$ cat src/rtl/lii_rx_endpoint_if.sv
// Bundles the LII receive beat channel and the kernel input stream of the endpoint.
// The master side drives beats and consumes the stream; the slave side is the endpoint.
interface lii_rx_endpoint_if #(
  parameter int PW = 1024,
  parameter int DW = 384
);
  logic [PW-1:0] lii_in_p0_tdata;
  logic          lii_in_p0_tvalid;
  logic          lii_in_p0_tready;
  logic [7:0]    lii_in_p0_src;
  logic [7:0]    lii_in_p0_dst;

  logic [DW-1:0] in_stream_tdata;
  logic          in_stream_tvalid;
  logic          in_stream_tready;
  logic [7:0]    in_stream_src;

  modport master (
    output lii_in_p0_tdata, lii_in_p0_tvalid, lii_in_p0_src, lii_in_p0_dst,
    input  lii_in_p0_tready,
    input  in_stream_tdata, in_stream_tvalid, in_stream_src,
    output in_stream_tready
  );

  modport slave (
    input  lii_in_p0_tdata, lii_in_p0_tvalid, lii_in_p0_src, lii_in_p0_dst,
    output lii_in_p0_tready,
    output in_stream_tdata, in_stream_tvalid, in_stream_src,
    input  in_stream_tready
  );
endinterface

$ cat src/rtl/lii_rx_endpoint.sv
// LII receive endpoint: filters beats by destination id and buffers the low DW bits
// plus source id in a first-word-fall-through FIFO feeding a kernel input stream.
module lii_rx_endpoint #(
  parameter int         PW           = 1024,
  parameter int         DW           = 384,
  parameter int         DEPTH        = 4,
  parameter logic [7:0] LOCAL_ID     = 8'h00,
  parameter bit         ACCEPT_BCAST = 1'b1
) (
  input  logic                     aclk,
  input  logic                     arstn,
  lii_rx_endpoint_if.slave         bus,
  output logic [$clog2(DEPTH):0]   level,
  output logic [15:0]              drop_cnt,
  output logic                     ce
);
  localparam int AW = $clog2(DEPTH);
  localparam int LW = AW + 1;
  localparam int EW = DW + 8;

  logic [EW-1:0] mem_q [DEPTH];
  logic [EW-1:0] mem_d [DEPTH];
  logic [AW-1:0] wr_ptr_q, wr_ptr_d;
  logic [AW-1:0] rd_ptr_q, rd_ptr_d;
  logic [LW-1:0] level_q, level_d;
  logic [15:0]   drop_q, drop_d;
  logic          live_q, live_d;

  logic match_s, tready_s, hs_s, wr_s, drop_s, pop_s, tvalid_s;

  generate
    if (PW > DW) begin : g_unused_hi
      logic unused_hi_s;
      assign unused_hi_s = ^bus.lii_in_p0_tdata[PW-1:DW];
    end
  endgenerate

  // Handshake decode and next-state computation for pointers, occupancy and drop counter.
  always_comb begin
    match_s  = (bus.lii_in_p0_dst == LOCAL_ID) |
               (ACCEPT_BCAST && (bus.lii_in_p0_dst == 8'hFF));
    // Ready depends only on registered state, so there is no input-to-ready path.
    tready_s = live_q & (level_q != LW'(DEPTH));
    tvalid_s = (level_q != {LW{1'b0}});
    hs_s     = bus.lii_in_p0_tvalid & tready_s;
    wr_s     = hs_s & match_s;
    drop_s   = hs_s & ~match_s;
    pop_s    = tvalid_s & bus.in_stream_tready;

    live_d   = 1'b1;
    mem_d    = mem_q;
    wr_ptr_d = wr_ptr_q;
    rd_ptr_d = rd_ptr_q;
    level_d  = level_q;
    drop_d   = drop_q;

    if (wr_s) begin
      mem_d[wr_ptr_q] = {bus.lii_in_p0_src, bus.lii_in_p0_tdata[DW-1:0]};
      wr_ptr_d        = wr_ptr_q + {{(AW-1){1'b0}}, 1'b1};
    end else begin
      wr_ptr_d = wr_ptr_q;
    end

    if (pop_s) begin
      rd_ptr_d = rd_ptr_q + {{(AW-1){1'b0}}, 1'b1};
    end else begin
      rd_ptr_d = rd_ptr_q;
    end

    case ({wr_s, pop_s})
      2'b10:   level_d = level_q + LW'(1);
      2'b01:   level_d = level_q - LW'(1);
      default: level_d = level_q;
    endcase

    if (drop_s && (drop_q != 16'hFFFF)) begin
      drop_d = drop_q + 16'd1;
    end else begin
      drop_d = drop_q;
    end
  end

  // State registers; reset clears storage so the head reads as zero when idle.
  always_ff @(posedge aclk or negedge arstn) begin
    if (!arstn) begin
      for (int i = 0; i < DEPTH; i++) begin
        mem_q[i] <= {EW{1'b0}};
      end
      wr_ptr_q <= {AW{1'b0}};
      rd_ptr_q <= {AW{1'b0}};
      level_q  <= {LW{1'b0}};
      drop_q   <= 16'h0000;
      live_q   <= 1'b0;
    end else begin
      mem_q    <= mem_d;
      wr_ptr_q <= wr_ptr_d;
      rd_ptr_q <= rd_ptr_d;
      level_q  <= level_d;
      drop_q   <= drop_d;
      live_q   <= live_d;
    end
  end

  assign bus.lii_in_p0_tready = tready_s;
  assign bus.in_stream_tvalid = tvalid_s;
  assign bus.in_stream_tdata  = mem_q[rd_ptr_q][DW-1:0];
  assign bus.in_stream_src    = mem_q[rd_ptr_q][EW-1:DW];
  assign level                = level_q;
  assign drop_cnt             = drop_q;
  assign ce                   = tvalid_s;
endmodule

$ cat src/flat_wrapper.sv
// flat-port wrapper written by rule: the top's interface ports become plain ports
module lii_rx_endpoint_flat 
#(
  parameter int         PW           = 1024,
  parameter int         DW           = 384,
  parameter int         DEPTH        = 4,
  parameter logic [7:0] LOCAL_ID     = 8'h00,
  parameter bit         ACCEPT_BCAST = 1'b1
)
  (aclk, arstn, level, drop_cnt, ce, bus_lii_in_p0_tdata, bus_lii_in_p0_tvalid, bus_lii_in_p0_src, bus_lii_in_p0_dst, bus_lii_in_p0_tready, bus_in_stream_tdata, bus_in_stream_tvalid, bus_in_stream_src, bus_in_stream_tready);
  lii_rx_endpoint_if #(.PW(PW), .DW(DW)) bus_i ();
  input  logic aclk;
  input  logic arstn;
  output logic [$clog2(DEPTH):0] level;
  output logic [15:0] drop_cnt;
  output logic ce;
  input wire logic [$bits(bus_i.lii_in_p0_tdata)-1:0] bus_lii_in_p0_tdata;
  input wire logic [$bits(bus_i.lii_in_p0_tvalid)-1:0] bus_lii_in_p0_tvalid;
  input wire logic [$bits(bus_i.lii_in_p0_src)-1:0] bus_lii_in_p0_src;
  input wire logic [$bits(bus_i.lii_in_p0_dst)-1:0] bus_lii_in_p0_dst;
  output wire logic [$bits(bus_i.lii_in_p0_tready)-1:0] bus_lii_in_p0_tready;
  output wire logic [$bits(bus_i.in_stream_tdata)-1:0] bus_in_stream_tdata;
  output wire logic [$bits(bus_i.in_stream_tvalid)-1:0] bus_in_stream_tvalid;
  output wire logic [$bits(bus_i.in_stream_src)-1:0] bus_in_stream_src;
  input wire logic [$bits(bus_i.in_stream_tready)-1:0] bus_in_stream_tready;
  assign bus_i.lii_in_p0_tdata = bus_lii_in_p0_tdata;
  assign bus_i.lii_in_p0_tvalid = bus_lii_in_p0_tvalid;
  assign bus_i.lii_in_p0_src = bus_lii_in_p0_src;
  assign bus_i.lii_in_p0_dst = bus_lii_in_p0_dst;
  assign bus_lii_in_p0_tready = bus_i.lii_in_p0_tready;
  assign bus_in_stream_tdata = bus_i.in_stream_tdata;
  assign bus_in_stream_tvalid = bus_i.in_stream_tvalid;
  assign bus_in_stream_src = bus_i.in_stream_src;
  assign bus_i.in_stream_tready = bus_in_stream_tready;
  lii_rx_endpoint #(.PW(PW), .DW(DW), .DEPTH(DEPTH), .LOCAL_ID(LOCAL_ID), .ACCEPT_BCAST(ACCEPT_BCAST)) u_core (.aclk(aclk), .arstn(arstn), .bus(bus_i), .level(level), .drop_cnt(drop_cnt), .ce(ce));
endmodule
$ cat config.mk
export PLATFORM = sky130hd
export DESIGN_NAME = lii_rx_endpoint_flat
export DESIGN_NICKNAME = d
export VERILOG_FILES = /design/src/rtl/lii_rx_endpoint_if.sv /design/src/rtl/lii_rx_endpoint.sv /design/src/flat_wrapper.sv
export SDC_FILE = /design/constraint.sdc
export NUM_CORES = 2
export LEC_CHECK = 0
export ABC_AREA = 1
export CORE_AREA = 2 2 567 569
export CTS_CLUSTER_SIZE = 40
export DETAILED_ROUTE_END_ITERATION = 10
export DIE_AREA = 0 0 569 571
export PLACE_DENSITY = 0.38
export SETUP_SLACK_MARGIN = 0.5
export SLEW_MARGIN = 15
export SYNTH_ARGS = -nofsm -noshare
export SYNTH_HDL_FRONTEND = slang
export SYNTH_SLANG_ARGS = --single-unit
$ cat constraint.sdc
create_clock -name aclk -period 3.3 [get_ports aclk]
set_input_delay 0.33 -clock aclk [delete_from_list [all_inputs] [get_ports aclk]]
set_output_delay 0.33 -clock aclk [all_outputs]
set_load 0.02 [all_outputs]
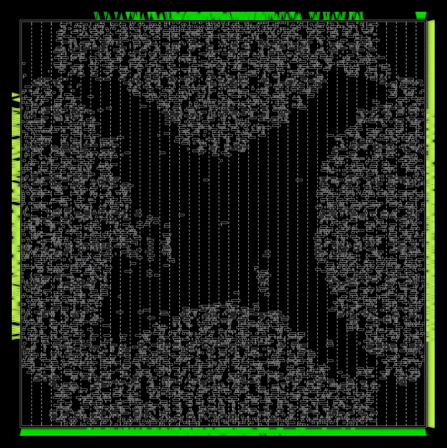
(images/placement.png)
fill count: 33,825
final instance count without filler cells: 13,007
final design utilization: 28.7%

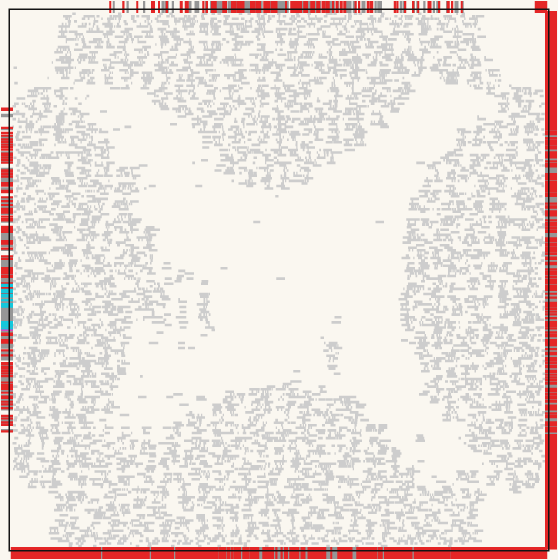
(images/io_placement.png)
Pins as bars across the die edge, other pins in grey.
legend:
  drop_cnt:
    colour: cyan
    pins: 16
    direction: output
    edge: west
  bus_in_stream_tready:
    colour: magenta
    pins: 1
    direction: input
    edge: west
  bus_lii_in_p0_tdata:
    colour: red
    pins: 1,024
    direction: input
    edge: 506 south, 318 east, 114 north, 86 west
horizontal die size: 569 um
port buffer count: 817

[per-stage QoR]
step	hold slack (ns)	instance area, sq um
2_1_floorplan	0.0344	68000
3_3_place_gp	0.290	81700
3_5_place_dp	0.287	81700
4_1_cts	0.000179	90500
5_1_grt	0.0574	91500
6_report	0.0912	91500
[what timing repair did]
item	CTS	global route
gates cloned	32	30
endpoints found under the hold margin	707	0
gates resized	767	524
setup endpoints to repair	392	392
pin swaps	10	49
hold buffers	14	0
setup buffers	44	21
[cell families after synthesis]
family	after synthesis	share of synthesized area (%)
AND-OR/OR-AND	2751	21.0
AND/OR/NAND/NOR	2492	13.9
flip-flops	1592	58.6
buffers and inverters	1023	6.26
XOR/XNOR	12	0.154
adder cells (fa/ha/maj)	7	0.140
other	1	0.00551
==> flow_results.xml <==
<?xml version="1.0" encoding="UTF-8"?>
<metrics>
  <group name="critical_path">
    <metric name="cp_top_family" unit="">buffers and inverters</metric>
    <metric name="worst-path-stages" unit="">8</metric>
    <metric name="worst-setup-path-type" unit="">flip-flop to primary output</metric>
    <metric name="critPathCaptureType" unit="">primary output</metric>
    <metric name="worst_ep_required_time" unit="ns">2.97</metric>
    <metric name="cp_slowest_stage_delay" unit="ns">0.52</metric>
    <metric name="worstPathCellList" unit="">buf_12 &gt; inv_16 &gt; buf_12 &gt; buf_12 &gt; buf_16 &gt; o21ai_0 &gt; o22ai_1 &gt; clkdlybuf4s15_2</metric>
    <metric name="worstSetupStartpoint" unit="">u_core.rd_ptr_q[1]</metric>
    <metric name="worst_r2r_endpoint" unit="">u_core.mem_q[762]</metric>
    <metric name="worstPathArrival" unit="ns">2.85</metric>
    <metric name="crit_buf_inv" unit="">6</metric>
    <metric name="critical_path_maximum_fanout" unit="">30</metric>
    <metric name="critical_path.most_common_cell" unit="">sky130_fd_sc_hd__buf_12</metric>
    <metric name="crit_end" unit="">bus_in_stream_tdata[26]</metric>
  </group>
  <group name="placement">
    <metric name="placed_instances" unit="">12488</metric>
    <metric name="gp_congestion" unit="">0.785</metric>
    <metric name="detailedPlace.worstSlack" unit="ns">0.436</metric>
  </group>
  <group name="synthesis">
    <metric name="yosys_register_bits" unit="">1592</metric>
    <metric name="edf_count" unit="">0</metric>
    <metric name="synthDominantAreaCellType" unit="">sky130_fd_sc_hd__dfrtp_1</metric>
    <metric name="dominantRegCellSynth" unit="">sky130_fd_sc_hd__dfrtp_1</metric>
    <metric name="synthesis.area" unit="sq um">68000</metric>
    <metric name="post_synth_area_from_yosys_stat" unit="sq um">68000</metric>
    <metric name="syn-mean-instance-area" unit="sq um">8.63</metric>
    <metric name="ys_async_sr_fraction" unit="%">100</metric>
    <metric name="post_synth_most_frequent_cells" unit="">sky130_fd_sc_hd__o21ai_0, sky130_fd_sc_hd__nand2_1, sky130_fd_sc_hd__dfrtp_1, sky130_fd_sc_hd__nor2_1, sky130_fd_sc_hd__inv_1</metric>
    <metric name="unique_cell_type_count_in_the_yosys_netlist" unit="">23</metric>
    <metric name="yosys_warnings" unit="">0</metric>
    <metric name="synth_top_area_share" unit="%">58.6</metric>
    <metric name="netlist_top_cells_area" unit="">sky130_fd_sc_hd__dfrtp_1, sky130_fd_sc_hd__o21ai_0, sky130_fd_sc_hd__nand2_1</metric>
  </group>
  <group name="global_routing">
    <metric name="globalRouteMet3Util" unit="%">2.89</metric>
    <metric name="gr-usage-met2" unit="%">25.2</metric>
    <metric name="grt.overflow.total" unit="">0</metric>
    <metric name="initial_antenna_violation_count" unit="">56</metric>
    <metric name="groute.layer.met1.usage" unit="%">21.7</metric>
    <metric name="grt_busiest_layer" unit="">met2</metric>
    <metric name="gr-usage-all-layers" unit="%">15.8</metric>
  </group>
  <group name="clock_tree">
    <metric name="cts_num_sinks" unit="">1592</metric>
    <metric name="tritoncts" unit="">built</metric>
    <metric name="clock_tree.htree_level_count" unit="">4</metric>
    <metric name="ctsLongestPathBuffers" unit="">4</metric>
    <metric name="clock_tree_root_driver_cell" unit="">sky130_fd_sc_hd__clkbuf_16</metric>
    <metric name="tritoncts.num_buffers" unit="">199</metric>
    <metric name="clk-insertion-delay-late" unit="ns">0.85</metric>
  </group>
  <group name="final_timing">
    <metric name="rsz0062_at_grt" unit="">yes</metric>
    <metric name="post-route-min-period" unit="ns">3.18</metric>
    <metric name="setup_viols_final" unit="">0</metric>
    <metric name="final-max-slew-violation-count" unit="">0</metric>
    <metric name="fin_ws" unit="ns">0.120</metric>
    <metric name="achievable-frequency" unit="MHz">314</metric>
  </group>
  <group name="final_layout">
    <metric name="layout_top_cells_excl_fill_tap" unit="">sky130_fd_sc_hd__o21ai_0, sky130_fd_sc_hd__nand2_1, sky130_fd_sc_hd__dfrtp_1</metric>
    <metric name="seqAreaFraction" unit="%">43.5</metric>
    <metric name="max_ffs_per_register" unit="">1568</metric>
    <metric name="dominant-cell-class" unit="">sequential cells</metric>
    <metric name="proportion_of_final_cell_area_spent_on_non_clock_buffers" unit="%">14.7</metric>
    <metric name="comb-cell-share" unit="%">26.9</metric>
    <metric name="largest_register" unit="">u_core.mem_q</metric>
    <metric name="n_all_inverters" unit="">418</metric>
    <metric name="flop_area" unit="sq um">39800</metric>
    <metric name="areaGrowthSynthToFinish" unit="%">34.6</metric>
    <metric name="multiInputCombCellCount" unit="">5263</metric>
    <metric name="clockNetworkAreaShare" unit="%">7.36</metric>
    <metric name="mostFrequentLayoutCell" unit="">sky130_fd_sc_hd__o21ai_0</metric>
    <metric name="insertedDiodeCount" unit="">24</metric>
  </group>
  <group name="power">
    <metric name="cellInternalPower" unit="uW">46200</metric>
    <metric name="power_sequential" unit="uW">20200</metric>
    <metric name="ir_drop" unit="uV">447</metric>
    <metric name="sequentialPowerShare" unit="%">26.3</metric>
    <metric name="comb_power" unit="uW">34000</metric>
    <metric name="comb_power_share" unit="%">44.2</metric>
    <metric name="pwr.group.clock" unit="uW">22700</metric>
    <metric name="fin_total_pwr" unit="uW">76900</metric>
    <metric name="powerDensity" unit="nW/um^2">840</metric>
    <metric name="switching_power" unit="uW">30700</metric>
  </group>
  <group name="routing">
    <metric name="detailedRoute.firstPassIterationCount" unit="">6</metric>
    <metric name="post-route-drc-count" unit="">0</metric>
    <metric name="met2RoutedLength" unit="um">124000</metric>
    <metric name="wl_met1" unit="um">124000</metric>
    <metric name="post_drt_via_cell_ratio" unit="">4.51</metric>
    <metric name="via_count" unit="">58620</metric>
    <metric name="drt.antenna.violating_nets" unit="">0</metric>
    <metric name="wl_met3" unit="um">14800</metric>
  </group>
  <group name="die">
    <metric name="design.core.area" unit="sq um">319000</metric>
    <metric name="taps" unit="">4200</metric>
    <metric name="io-pin-count" unit="">1458</metric>
    <metric name="row_count" unit="">208</metric>
    <metric name="design.die.area" unit="sq um">325000</metric>
  </group>
  <group name="run_status">
    <metric name="run_status" unit="">completed</metric>
  </group>
  <group name="hold_path">
    <metric name="worstHoldPathType" unit="">input port to flip-flop</metric>
    <metric name="worstHoldStart" unit="">bus_lii_in_p0_tdata[380]</metric>
    <metric name="whs_path_depth" unit="">3</metric>
  </group>
  <group name="job">
    <metric name="tool_warnings" unit="">693</metric>
  </group>
</metrics>
Power figures rest on the tool's default switching activity, not on a simulated workload.
